==> config.mk <==
export PLATFORM = sky130hd
export DESIGN_NAME = fwft_rr_drain
export DESIGN_NICKNAME = d
export VERILOG_FILES = /design/src/rtl/fwft_rr_pkg.sv /design/src/rtl/rr_pick.sv /design/src/rtl/fwft_rr_drain.sv
export SDC_FILE = /design/constraint.sdc
export NUM_CORES = 1
export LEC_CHECK = 0
export ABC_AREA = 0
export CAP_MARGIN = 5
export CORE_UTILIZATION = 38
export DETAILED_ROUTE_END_ITERATION = 16
export PLACE_DENSITY = 0.75
export SETUP_SLACK_MARGIN = 0.3
export SLEW_MARGIN = 20
export SYNTH_ARGS = -nofsm -noshare
export SYNTH_HDL_FRONTEND = slang
export SYNTH_SLANG_ARGS = --single-unit
export TNS_END_PERCENT = 20
==> constraint.sdc <==
create_clock -name clk -period 1.6 [get_ports clk]
set_input_delay 0.24 -clock clk [delete_from_list [all_inputs] [get_ports clk]]
set_output_delay 0.24 -clock clk [all_outputs]
set_load 0.05 [all_outputs]
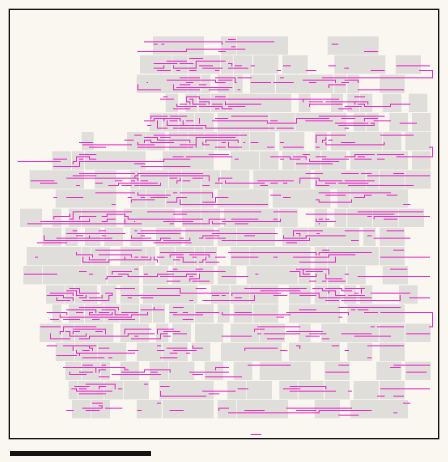
Figure 1: signal wires on met1.
Bar = 20 microns. Cells faint in the background.
wire length on this layer: 1780 microns
main direction: horizontal
nets with wire on the layer: 242
share of all routed wire: 40%
M1 GR Usage: 0.249
Vias: 1575
WL final: 4420 microns

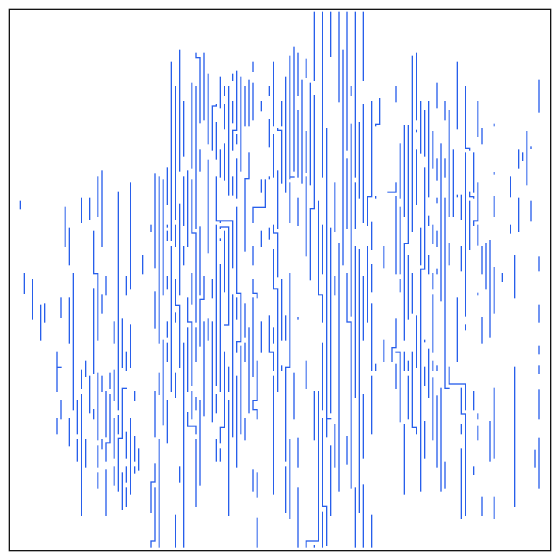
Figure 2: M2 wires.
wire length on this layer: 2310 microns
nets with wire on the layer: 247
main direction: vertical
share of all routed wire: 52%
longest straight run: 34.7 microns
met2 Track Usage GR: 0.432

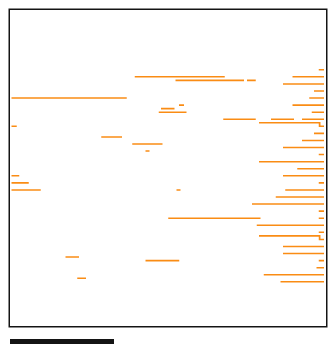
Figure 3: signal wires on met3.
Bar = 20 microns.
wire length on this layer: 294 microns
nets with wire on the layer: 48
GR Util met3: 0.0384

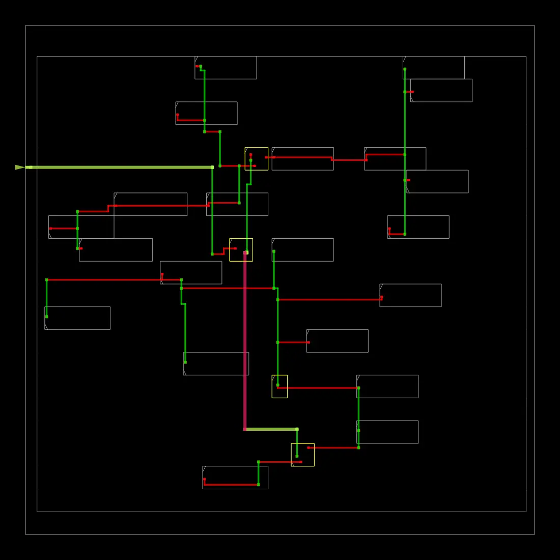
Figure 4: clock wiring as the flow saved it.
CTS Buf Count: 3
CLK BUF: 3
Max Clock Skew: 0.00861 ns

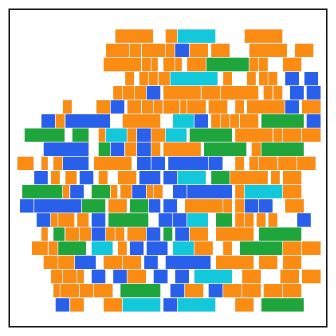
Figure 5: sizing map.
| color | size | cells | share |
|---|---|---|---|
| green | drive 2 | 22 | 9.5% |
| blue | drive 3 to 4 | 56 | 24% |
| orange | drive 1 or less | 141 | 61% |
| cyan | drive 6 and up | 13 | 5.6% |
Non-CTS buffers: 93
layout overhead on the synthesized area: 78.9%

==> results.yml <==
# flow metrics
finish:
  diodes: 0
  drive_gt1_frac: 0.392
  nets: 275
timing:
  drv_slew: 0
  tightest_slew_ns: 0.301
  rsz0062_at_grt: "yes"
  slew_headroom: 0.798
  setup-violations-final: 13
  setup_slack_ns: -0.495
route:
  viasPerCell: 5.71
  drt-initial-drc-count: 115
outcome:
  status: "finished, violations left"
  violations: "setup timing"
hold_path:
  holdCritPathClass: "input pin to flip-flop"
  whs_path_depth: 3
floorplanning:
  fp_util: 0.413
synth:
  yosys_warnings: 0
  fp_nets: 191
critical_path:
  cp_top_family: "simple AND/OR/NAND/NOR gates"
  worstPathCellList: "nor2b_4 > or4_4 > nor4b_4 > buf_12"
  crit_type: "flip-flop to output pin"
  crit_slowest_cell: "or4_4"
  ff2ff_path_depth: 9
grt:
  grt_max_degree: 18
  grt_pass1_wl_microns: 6210
flow_run:
  warning_count: 29
cts:
  cts_num_sinks: 21
pwr:
  powerDensity_mw_per_mm2: 767
  p_leak_nw: 0.903
  intPower_mw: 1.15
  net-switching-power_uw: 654
[power by group through the flow]
stage | Combinational (mW) | Clock (mW) | Sequential (mW)
floorplan | 0.393 | 0 | 0.709
global placement | 0.776 | 0 | 0.618
detailed placement | 0.795 | 0 | 0.622
CTS | 0.822 | 0.273 | 0.617
global route | 0.964 | 0.300 | 0.626
finish | 0.902 | 0.280 | 0.621
[stage by stage]
| step | worst slack [ns] | hold slack, ns | total power, mW | instance area, sq um | setup TNS (ns) |
|---|---|---|---|---|---|
| floorplan | -0.605 | 0.433 | 1.10 | 1410 | -1.63 |
| global placement | -0.518 | 0.451 | 1.39 | 2150 | -6.71 |
| detailed placement | -0.531 | 0.464 | 1.42 | 2150 | -7.25 |
| CTS | -0.491 | 0.411 | 1.71 | 2210 | -1.79 |
| global route | -0.544 | 0.428 | 1.89 | 2350 | -5.61 |
| finish | -0.495 | 0.420 | 1.80 | 2350 | -4.98 |
[synth_stat cells (2+ instances only)]
library cell / instances / area (sq um)
dfxtp_1: 21 / 420
a21oi_1: 20 / 100
nand3_1: 12 / 60.1
o21ai_0: 12 / 60.1
mux4_2: 8 / 180
buf_2: 7 / 35.0
clkbuf_1: 6 / 22.5
nand2_1: 6 / 22.5
nand4_1: 5 / 31.3
a21o_1: 4 / 30.0
inv_1: 4 / 15.0
nor3_1: 4 / 20.0
a211o_1: 3 / 26.3
a31oi_1: 3 / 18.8
ha_1: 3 / 37.5
mux2i_1: 3 / 30.0
nor2_1: 3 / 11.3
nor2b_1: 3 / 18.8
a221oi_1: 2 / 17.5
nand2b_1: 2 / 12.5
nor3b_1: 2 / 15.0
nor4_1: 2 / 12.5
or4_1: 2 / 15.0
[timing repair]
action,CTS,global route
gates cloned,0,1
resized,8,17
endpoints found under the hold margin,0,0
pin swaps,5,5
setup endpoints to repair,23,25
setup buffers,0,8
[worst register-to-register path: cells and delay by family, from the launching register on]
family          cells  cell delay [ns]
flops               1             0.36
simple gates        2             0.67
compound gates      2             0.41
buf+inv             5             0.60
[per-layer routing]
metal  global-route usage  wire length, microns  vias to the layer above
met4               0.0682                    37                        0
met3               0.0384                   293                        4
met2                0.432                  2310                       67
li1                     -                     -                      736
met1                0.249                  1780                      768
met5                    0                     0                        -
[logic make-up (layout without fill, tap and decap cells)]
kind of cell	after synthesis	after routing	synth area share
adders and majority gates	3	3	0.0286
buffers and inverters	19	102	0.0667
AOI/OAI and AO/OA	48	48	0.218
and+or+nand+nor	47	47	0.207
muxes	11	11	0.160
DFF	21	21	0.320
[layout make-up]
class                           count  area [sq um]  area share
Clock buffer                        3          22.5     0.00958
Clock inverter                      1          5.00     0.00213
Inverter                            5          21.3     0.00905
Multi-Input combinational cell    109           911       0.388
Sequential cell                    21           433       0.184
Tap cell                           44          55.1      0.0234
Timing Repair Buffer               93           902       0.384
[layout by cell type (no fill, tap or decap), types with 3 or more instances in the layout]
master,instances
a211o_1,3
a21o_1,4
a21oi_1,19
buf_12,5
buf_4,42
buf_6,6
clkbuf_4,3
clkdlybuf4s50_1,37
dfxtp_1,15
dfxtp_2,4
inv_1,4
mux2i_1,3
mux4_2,8
nand2_1,5
nand3_1,11
nand4_1,5
nor2_1,3
o21ai_0,10
Power is estimated from default activity; no workload was simulated.
